File: config.mk
export PLATFORM = sky130hd
export DESIGN_NAME = arbitro_demux_fifo
export DESIGN_NICKNAME = d
export VERILOG_FILES = /design/src/rtl/arbitro_demux_fifo.sv
export SDC_FILE = /design/constraint.sdc
export NUM_CORES = 1
export LEC_CHECK = 0
export ABC_AREA = 1
export CORE_AREA = 8 8 111 113
export CTS_CLUSTER_SIZE = 25
export DETAILED_ROUTE_END_ITERATION = 8
export DIE_AREA = 0 0 119 121
export GPL_ROUTABILITY_DRIVEN = 1
export GPL_TIMING_DRIVEN = 0
export HOLD_SLACK_MARGIN = 0.08
export SYNTH_ARGS = -nofsm -noshare
export SYNTH_HDL_FRONTEND = slang
export SYNTH_SLANG_ARGS = --single-unit
File: constraint.sdc
create_clock -name clk -period 2.3 [get_ports clk]
set_clock_uncertainty 0.05 [all_clocks]
set_input_delay 0.69 -clock clk [delete_from_list [all_inputs] [get_ports clk]]
set_output_delay 0.69 -clock clk [all_outputs]
set_load 0.01 [all_outputs]
File: src/rtl/arbitro_demux_fifo.sv
// Select-field demultiplexer feeding one first-word-fall-through FIFO per output channel.
// Upstream stalls only when the addressed channel is full; out-of-range selects are counted and dropped.
module arbitro_demux_fifo #(
  parameter int DATA_W   = 6,
  parameter int NUM_CH   = 2,
  parameter int SEL_LSB  = 4,
  parameter int SEL_W    = 1,
  parameter int DEPTH    = 4,
  parameter int AF_LEVEL = 3
) (
  input  logic                     clk,
  input  logic                     reset,
  input  logic [DATA_W-1:0]        in_data,
  input  logic                     in_valid,
  output logic                     in_ready,
  input  logic [NUM_CH-1:0]        pop,
  output logic [NUM_CH*DATA_W-1:0] out_data,
  output logic [NUM_CH-1:0]        out_valid,
  output logic [NUM_CH-1:0]        full,
  output logic [NUM_CH-1:0]        almost_full,
  output logic [7:0]               err_sel_cnt
);

  localparam int PTR_W = $clog2(DEPTH);
  localparam int OCC_W = PTR_W + 1;

  logic [SEL_W-1:0]  sel;
  logic              sel_ok;
  logic [NUM_CH-1:0] push_sel;

  assign sel    = in_data[SEL_LSB +: SEL_W];
  assign sel_ok = (32'(sel) < 32'(NUM_CH));

  // A full channel still accepts when its head is popped in the same edge.
  always_comb begin
    in_ready = 1'b1;
    push_sel = '0;
    for (int i = 0; i < NUM_CH; i++) begin
      if (sel_ok && (32'(sel) == 32'(i))) begin
        in_ready    = ~full[i] | pop[i];
        push_sel[i] = in_valid & (~full[i] | pop[i]);
      end
    end
  end

  always_ff @(posedge clk or posedge reset) begin
    if (reset) begin
      err_sel_cnt <= 8'd0;
    end else if (in_valid && !sel_ok && (err_sel_cnt != 8'hFF)) begin
      err_sel_cnt <= err_sel_cnt + 8'd1;
    end
  end

  for (genvar ch = 0; ch < NUM_CH; ch++) begin : g_ch
    logic [DATA_W-1:0] mem [DEPTH];
    logic [PTR_W-1:0]  wr_ptr;
    logic [PTR_W-1:0]  rd_ptr;
    logic [OCC_W-1:0]  occ;
    logic              do_push;
    logic              do_pop;

    assign do_push = push_sel[ch];
    assign do_pop  = pop[ch] & (occ != '0);

    always_ff @(posedge clk or posedge reset) begin
      if (reset) begin
        wr_ptr <= '0;
        rd_ptr <= '0;
        occ    <= '0;
      end else begin
        if (do_push) wr_ptr <= wr_ptr + PTR_W'(1);
        if (do_pop)  rd_ptr <= rd_ptr + PTR_W'(1);
        unique case ({do_push, do_pop})
          2'b10:   occ <= occ + OCC_W'(1);
          2'b01:   occ <= occ - OCC_W'(1);
          default: occ <= occ;
        endcase
      end
    end

    // Storage is left unreset; the output mask hides stale entries.
    always_ff @(posedge clk) begin
      if (do_push) mem[wr_ptr] <= in_data;
    end

    assign out_valid[ch]   = (occ != '0);
    assign full[ch]        = (occ == OCC_W'(DEPTH));
    assign almost_full[ch] = (occ >= OCC_W'(AF_LEVEL));
    assign out_data[ch*DATA_W +: DATA_W] = out_valid[ch] ? mem[rd_ptr] : '0;
  end

endmodule

==> reports/qor.csv, run 1 <==
stage;metric;value;unit
global_routing;largest net degree at the start of global routing;15;
detailed_routing;Routed Antenna Nets;0;
clock_network;H-Tree Depth;3;
synth;aoi share;5.16;%
synth;XOR Share, Synth;2.41;%
finish;Finished Core Util;34.9;%
floorplanning;die y size;121;um
clock_network;Clock Tree Buf Depth;2;
synth;library cells used by synthesis;21;
power;Max VDD drop;0.000352;V
detailed_routing;drt drc;0;
clock_network;clk root buf;clkbuf_8;
timing;Final Hold Viols;0;
finish;Comb area;965;um2
timing;min Tclk post-route;2.25;ns
clock_network;CTS tree;yes;
timing;Worst Max-Slew Pin Slew;0.628;ns
timing;unrepaired setup endpoints after global routing;true;
place;port buffer count;29;
status;status;finished, final reports clean;
power;Clk pwr share;20.0;%
power;Seq group;1.58;mW
power;Comb group;1.95;mW
worst_hold_path;hold depth;2;
critical_path;CP max-delay cell;clkdlybuf4s50_1;
detailed_routing;vias per cell;4.15;
critical_path;CP delay by family, top;buffers and inverters;
finish;Flop area;0.00179;mm2
synth;Post-Synth Adder-Cell Area;5.67;%
synth;Synth mux share;0;%
timing;setup ws final;0.0540;ns
global_routing;initial antenna violation count;0;
finish;number of fill cells;1055;
detailed_routing;wire per inst;12.3;um
detailed_routing;iteration-0 DRC count of the detailed router;53;
synth;area share, top type;49.5;%
global_routing;grt ovf;0;
power;Leakage;1.59;nW
clock_network;Clock Pin Slew Worst Setup and Hold Paths;0.06;ns
timing;final setup vio count;0;
synth;Seq cells post-synth;62;
clock_network;clk sinks;62;
critical_path;critical path required time;1.56;ns
floorplanning;die area;0.0144;mm2
## run 1: area by class of cell
cell class              count  share of cell area, %
clock buffers              13                   3.75
well taps                 140                   4.73
clock inverters             3                   1.01
plain buffers              14                   3.55
repair buffers             41                   8.73
multi-input cells         175                   26.1
inverters                  34                   3.65
flip-flops and latches     62                   48.5
## run 1: cells by family after synthesis
logic type | count (synthesis)
compound gates | 30
xor+xnor | 8
fa+ha+maj | 12
buf+inv | 48
flops | 62
other cells | 1
simple gates | 117
## run 1: cell usage in the layout (no fill, tap or decap), types with 2 or more instances in the layout
cell             instances
dfrtp_1                 12
buf_4                   21
clkdlybuf4s50_1          7
inv_1                   29
dlymetal6s2s_1           4
a21oi_1                  8
nand4_1                  4
nand2_1                 69
clkbuf_8                 9
nor2_2                   2
clkinv_1                 2
o21ai_1                  8
buf_2                    8
ha_1                     8
inv_2                    2
dlygate4sd2_1            4
nor3_1                   2
nand2_2                  2
nand3b_1                 2
inv_4                    3
nand3_4                  3
dfrtp_2                  2
xor2_1                   4
clkbuf_1                 4
conb_1                   8
nor2_1                  32
buf_6                    5
a21oi_2                  4
clkbuf_2                 4
o21ai_0                 10
edfxtp_1                48
xnor2_1                  4
## run 1: state kept, by name, summed over array words and instances (netlist names)
register,flops
g_ch.mem,48
g_ch.wr_ptr,4
g_ch.occ,6
g_ch.rd_ptr,4
## run 1: what timing repair did
item | in CTS | in global routing
endpoints found under the setup margin | 33 | 17
pin swaps | 1 | 2
gates cloned | 1 | 0
hold endpoints to repair | 0 | 0
resized | 56 | 32
buffers inserted | 7 | 4
## run 1: routing by layer
metal / GRT usage, % / share of wire (%) / up-vias
li1: - / - / 1006
met1: 9.74 / 44 / 949
met2: 14.7 / 51 / 35
met3: 2.19 / 4.0 / 8
met4: 4.27 / 1.6 / 0
met5: 0 / 0 / -
==> run_1/layer_met2.png <==
Cells faint in the background.
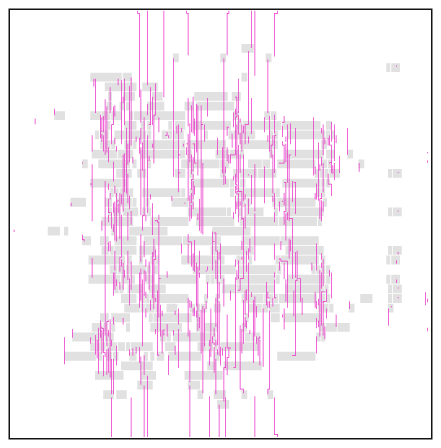
nets with wire on the layer: 277
main direction: vertical
share of all routed wire: 51%
met2 global-route usage: 14.7%
overall routed net length: 5920 um

==> run_1/congestion.png <==
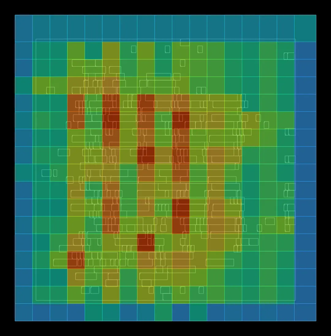
gr usage total: 8.57%
met3 Usage GRT: 2.19%

==> run_1/layer_met1.png <==
Supply wires on this layer in gray. Cells faint in the background.
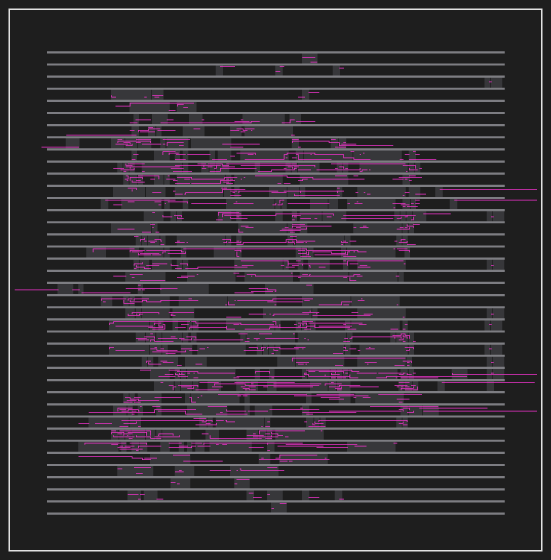
nets with wire on the layer: 328
share of all routed wire: 44%
main direction: horizontal
wire length on this layer: 2,580 um
longest straight run: 27.6 um

==> run_1/flops_by_reg.png <==
Other sequential cells in the stronger gray, the rest of the logic in the fainter gray.
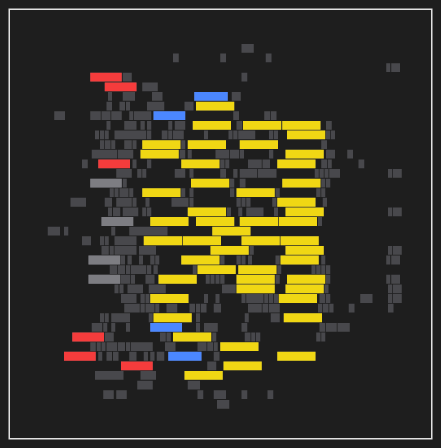

==> run 2, diff against run 1 <==
==> constraint.sdc (replaced) <==
create_clock -name clk -period 2.3 [get_ports clk]
set_clock_uncertainty 0.05 [all_clocks]
set_input_delay 0.46 -clock clk [delete_from_list [all_inputs] [get_ports clk]]
set_output_delay 0.46 -clock clk [all_outputs]
set_load 0.01 [all_outputs]
==> run_2/flops_by_reg.png <==
Other sequential cells in the stronger gray, the rest of the logic in the fainter gray.
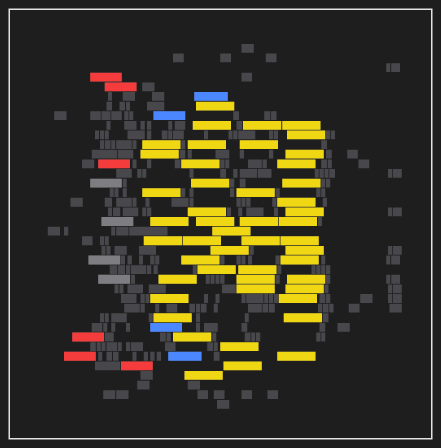
legend:
  yellow:
    signal: `g_ch.mem`
    placed_flops: 48
  red:
    signal: `g_ch.occ`
    placed_flops: 6
  blue:
    signal: `g_ch.rd_ptr`
    placed_flops: 4
not colored: 4
Seq/total area: 50.2%
Flop area: 0.00179 mm2

==> run_2/io_fan.png <==
Bar = 20 um.
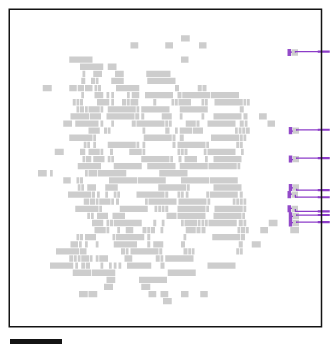
legend:
  purple:
    port: `err_sel_cnt`
    bits: 8
    direction: output
    end_cells: 8
    buffers: 8
    wire: 76.2 um
port buffer count: 29
I/O pins: 38

==> run_2/layer_met1.png <==
Supply wires on this layer in gray. Cells faint in the background.
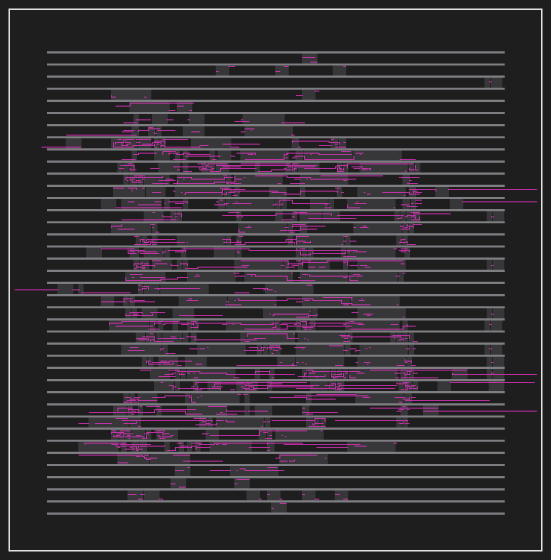
share of all routed wire: 44%
main direction: horizontal

==> run 2 against run 1 <==
Clock power about the same; first-iteration DRC count up 23%; area after synthesis unchanged; critical path type unchanged; largest power group unchanged; highest routed layer unchanged.
==> reports/qor.csv, run 2 <==
stage;metric;value;unit;change
timing;Final Hold Viols;0;;unchanged
clock_network;Setup Fix Bufs, Post-CTS;0;;-7
global_routing;initial antenna violation count;0;;unchanged
clock_network;clk sinks;62;;unchanged
clock_network;CTS tree;yes;;
timing;final setup vio count;0;;unchanged
timing;min Tclk post-route;2.15;ns;-0.0936 ns
critical_path;cell mode on critical path;nand2_1;;
global_routing;gr usage total;8.33;%;-0.24 points
finish;highest-count logic cell in the final layout;nand2_1;;
finish;Top Layout Cells;71 x nand2_1, 48 x edfxtp_1, 34 x nor2_1, 31 x inv_1, 15 x clkdlybuf4s50_1;;
detailed_routing;vias per cell;4.10;;-0.99%
finish;Regs by FF count;g_ch.mem x48, g_ch.occ x6;;
critical_path;CP delay by family, top;buffers and inverters;;
detailed_routing;overall routed net length;5590;um;-5.5%
clock_network;clk root buf;clkbuf_8;;
finish;Comb area;900;um2;-6.7%
synth;library cells used by synthesis;21;;unchanged
clock_network;Clock Pin Slew Worst Setup and Hold Paths;0.07;ns;about the same
finish;max FFs per register;48;;unchanged
global_routing;largest net degree at the start of global routing;15;;unchanged
critical_path;critical path required time;1.79;ns;+0.23 ns
detailed_routing;iteration-0 DRC count of the detailed router;65;;+23%
detailed_routing;wire per inst;11.9;um;-3.1%
synth;aoi share;5.16;%;unchanged
finish;number of fill cells;1069;;+1.3%
detailed_routing;drt drc;0;;unchanged
synth;Post-Synth Adder-Cell Area;5.67;%;unchanged
timing;setup ws final;0.148;ns;+0.0936 ns
status;status;finished, final reports clean;;
clock_network;Clock Tree Buf Depth;2;;unchanged
floorplanning;die y size;121;um;unchanged
detailed_routing;Routed Antenna Nets;0;;unchanged
critical_path;CP max-delay cell;dfrtp_2;;
synth;area share, top type;49.5;%;unchanged
timing;Worst Max-Slew Pin Slew;0.622;ns;-0.00630 ns
clock_network;H-Tree Depth;3;;unchanged
synth;Seq cells post-synth;62;;unchanged
==> run 2: power breakdown <==
group	switching [mW]	internal, mW
Combinational	1.01	0.770
Sequential	0.151	1.42
Clock	0.390	0.496
==> run 2: cells by family after synthesis <==
group | after synthesis
AND/OR/NAND/NOR | 117
other | 1
flip-flops | 62
adder cells (fa/ha/maj) | 12
buffers and inverters | 48
AND-OR/OR-AND | 30
XOR/XNOR | 8
==> run 2: stage by stage <==
stage	std cells	hold WS (ns)	utilization [%]	total power, mW
finish	470	0.443	33.7	4.24
global route	470	0.490	33.7	4.60
CTS	470	0.469	33.7	4.30
detailed placement	454	0.472	32.1	3.52
global placement	454	0.453	32.1	3.47
floorplan	285	0.299	-	2.73
==> run 2: layout make-up <==
| type | count | share of cell area, % |
|---|---|---|
| Timing Repair Buffer | 29 | 7.70 |
| Clock buffer | 13 | 3.88 |
| Clock inverter | 3 | 1.05 |
| Inverter | 34 | 3.57 |
| Multi-Input combinational cell | 175 | 25.2 |
| Tap cell | 140 | 4.90 |
| Buffer | 14 | 3.57 |
| Sequential cell | 62 | 50.2 |
==> run 2: how the worst max path moves through the flow <==
| stage | from | end | cells after the start |
|---|---|---|---|
| after CTS | g_ch[1].rd_ptr[0] | out_data[10] | 7 |
| final | g_ch[0].rd_ptr[0] | out_data[2] | 7 |
| after global routing | g_ch[0].rd_ptr[0] | out_data[3] | 7 |
| after floorplan | g_ch[0].occ[0] | g_ch[0].occ[2] | 9 |
| after global placement | in_data[4] | g_ch[0].occ[2] | 9 |
| after detailed placement | in_data[4] | g_ch[0].occ[2] | 9 |
==> run 2: layer usage <==
metal  up-vias  share of wire (%)  GRT usage [%]
li1        983                  -              -
met1       906                 44           9.54
met2        33                 51           14.0
met3         7                4.3           2.33
met4         0                1.3           4.27
met5         -                  0              0
==> run_2/layer_met2.png <==
Cells faint in the background.
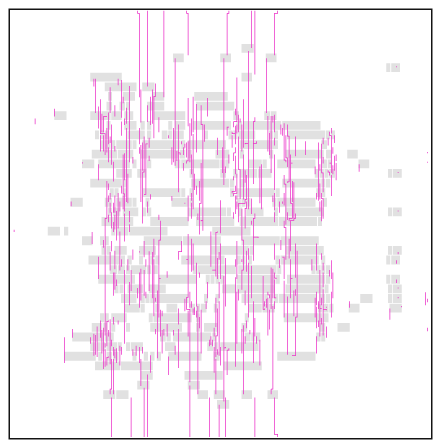

==> run 3, diff against run 2 <==
SETUP_SLACK_MARGIN = 0.5   (was unset)
==> run_3/layer_met2.png <==
Cells faint in the background.
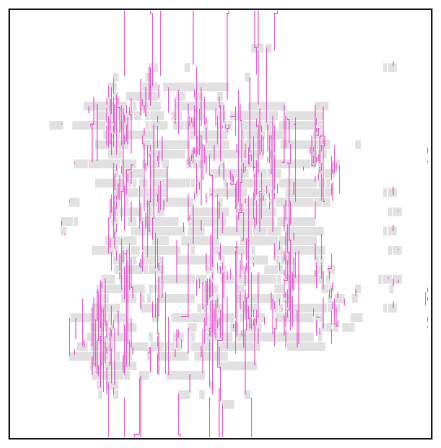
main direction: vertical
longest straight run: 32.6 um
overall routed net length: 6310 um
vias after detailed routing: 2,078
met2 global-route usage: 15.7%

==> run_3/layer_met1.png <==
Supply wires on this layer in gray. Cells faint in the background.
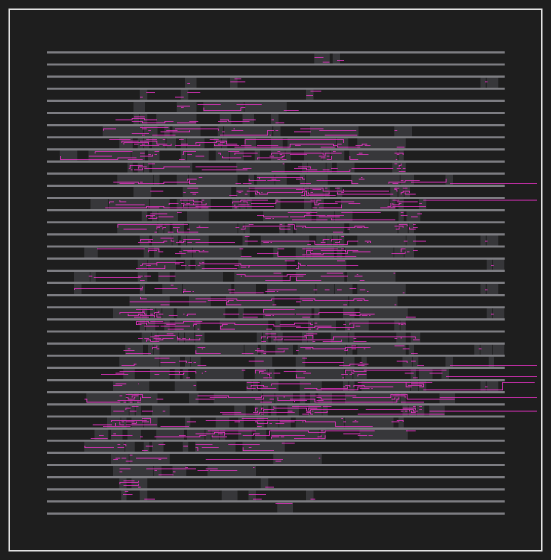
share of all routed wire: 43%
longest straight run: 25.3 um
nets with wire on the layer: 349
wire length on this layer: 2,740 um
main direction: horizontal

==> run_3/flops_by_reg.png <==
Other sequential cells in the stronger gray, the rest of the logic in the fainter gray.
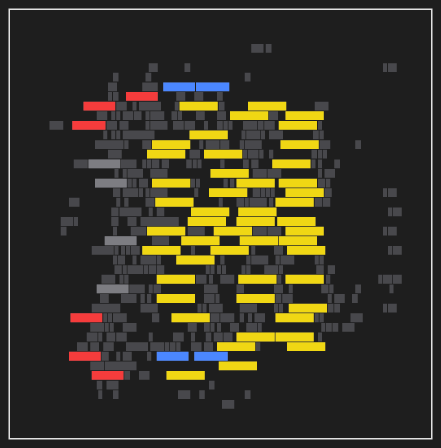
Seq group: 1.59 mW
Seq/total area: 44.5%
Finished Core Util: 38.1%
Flop area: 0.00180 mm2

==> run 3 against run 2 <==
Sequential share of layout area decreased by 5.7 points; non-clock buffer count grew 35; first-iteration DRC count shrank 1.5%; critical path depth stayed put; synthesized cell count unchanged; register-to-register slack improved by 0.16 ns; maximum frequency is 7.7% higher; core utilization up 4.4 points; total power increased by 19%; sequential power about the same; clock power is 4.1% higher.
==> reports/qor.csv, run 3 <==
stage;metric;value;unit;change
floorplanning;I/O pins;38;;unchanged
global_routing;first-pass GRT wire length;10300;um;
global_routing;largest net degree at the start of global routing;15;;unchanged
finish;Regs by FF count;g_ch.mem x48, g_ch.occ x6;;
clock_network;CTS tree;yes;;
place;placed cells;454;;unchanged
synth;library cells used by synthesis;21;;unchanged
floorplanning;Rows;38;;
finish;highest-count logic cell in the final layout;nand2_1;;
clock_network;Clock Pin Slew Worst Setup and Hold Paths;0.07;ns;about the same
finish;Top Layout Cells;56 x nand2_1, 48 x edfxtp_1, 32 x buf_4, 25 x nor2_1, 22 x inv_1;;
detailed_routing;wire per inst;12.5;um;+5.0%
timing;min Tclk post-route;2.00;ns;-0.153 ns
floorplanning;Core Region;0.0106;mm2;
timing;final hold slack;0.438;ns;-0.00532 ns
global_routing;gr usage total;9.07;%;+0.74 points
detailed_routing;vias per cell;4.11;;+0.26%
timing;Final Hold Viols;0;;unchanged
detailed_routing;drt drc;0;;unchanged
finish;ANT cells;0;;
synth;area share, top type;49.5;%;unchanged
detailed_routing;drt first pass iters;5;;
detailed_routing;Routed Antenna Nets;0;;unchanged
timing;setup ws final;0.301;ns;+0.153 ns
timing;Worst Max-Slew Pin Slew;0.583;ns;-0.0391 ns
clock_network;clk root buf;clkbuf_8;;
clock_network;Clock Tree Buf Depth;2;;unchanged
timing;setup_tns;0;ns;
critical_path;critical path required time;1.79;ns;about the same
place;port buffer count;29;;unchanged
power;Tot Pwr;5.05;mW;+19%
finish;layout cells sized above 1;39.2;%;
critical_path;CP delay by family, top;flip-flops;;
global_routing;vias in the first global route;2068;;
floorplanning;die y size;121;um;unchanged
global_routing;initial antenna violation count;0;;unchanged
synth;Seq cells post-synth;62;;unchanged
flow_run;Log Warnings;35;;
status;status;finished, final reports clean;;
finish;non-filler cells, final;505;;+7.4%
synth;Yosys Instances;278;;
synth;Post-synth EDFFs;48;;
clock_network;clk sinks;62;;unchanged
finish;max FFs per register;48;;unchanged
detailed_routing;iteration-0 DRC count of the detailed router;64;;-1.5%
synth;Avg Inst Size Synth;10.5;um2;
clock_network;H-Tree Depth;3;;unchanged
worst_hold_path;Worst Hold Class;in2async;;
timing;final setup vio count;0;;unchanged
critical_path;CP max-delay cell;dfrtp_2;;
[run 3: final cells by class]
| type | instances | area [um2] |
|---|---|---|
| flip-flops and latches | 62 | 1800 |
| repair buffers | 64 | 507 |
| fillers | 1043 | 6570 |
| well taps | 140 | 175 |
| inverters | 34 | 135 |
| multi-input cells | 175 | 1110 |
| clock buffers | 15 | 156 |
| clock inverters | 1 | 30.0 |
| plain buffers | 14 | 128 |
[run 3: how the worst max path moves through the flow]
stage	cells after the start	from	to
2_1_floorplan	9	g_ch[1].occ[0]	g_ch[1].occ[2]
3_3_place_gp	9	in_data[4]	g_ch[0].occ[2]
3_5_place_dp	9	in_data[4]	g_ch[0].occ[2]
4_1_cts	6	g_ch[1].rd_ptr[0]	out_data[8]
5_1_grt	7	g_ch[1].rd_ptr[0]	out_data[10]
6_report	7	g_ch[1].rd_ptr[0]	out_data[10]
[run 3: what timing repair did]
item                                    4_1_cts  5_1_grt
buffers inserted                             22       10
endpoints found under the setup margin       71       53
gates cloned                                  3        0
resized                                     103       64
pin swaps                                    11       27
[run 3: kinds of logic (layout without fill, tap and decap cells)]
kind of cell | after synthesis | in the layout | share of synthesized area, %
AOI/OAI and AO/OA | 30 | 30 | 5.16
DFF | 62 | 62 | 61.6
xor gates and xnor gates | 8 | 8 | 2.41
buffers and inverters | 48 | 128 | 8.77
adders and majority gates | 12 | 12 | 5.68
and+or+nand+nor | 117 | 117 | 16.3
other | 1 | 8 | 0.129
[run 3: per-layer routing]
layer,part of all wire [%],GRT usage (%)
met1,43,10.2
met2,51,15.7
met3,3.9,2.37
met4,1.3,4.66
met5,0,0
[run 3: where the power goes]
part           switching (mW)  leakage [nW]  internal, mW
registers               0.164         0.600          1.43
logic                    1.33          1.03          1.21
clock network           0.389        0.0919         0.534
total                    1.89          1.72          3.17
Power and IR drop assume default switching activity.
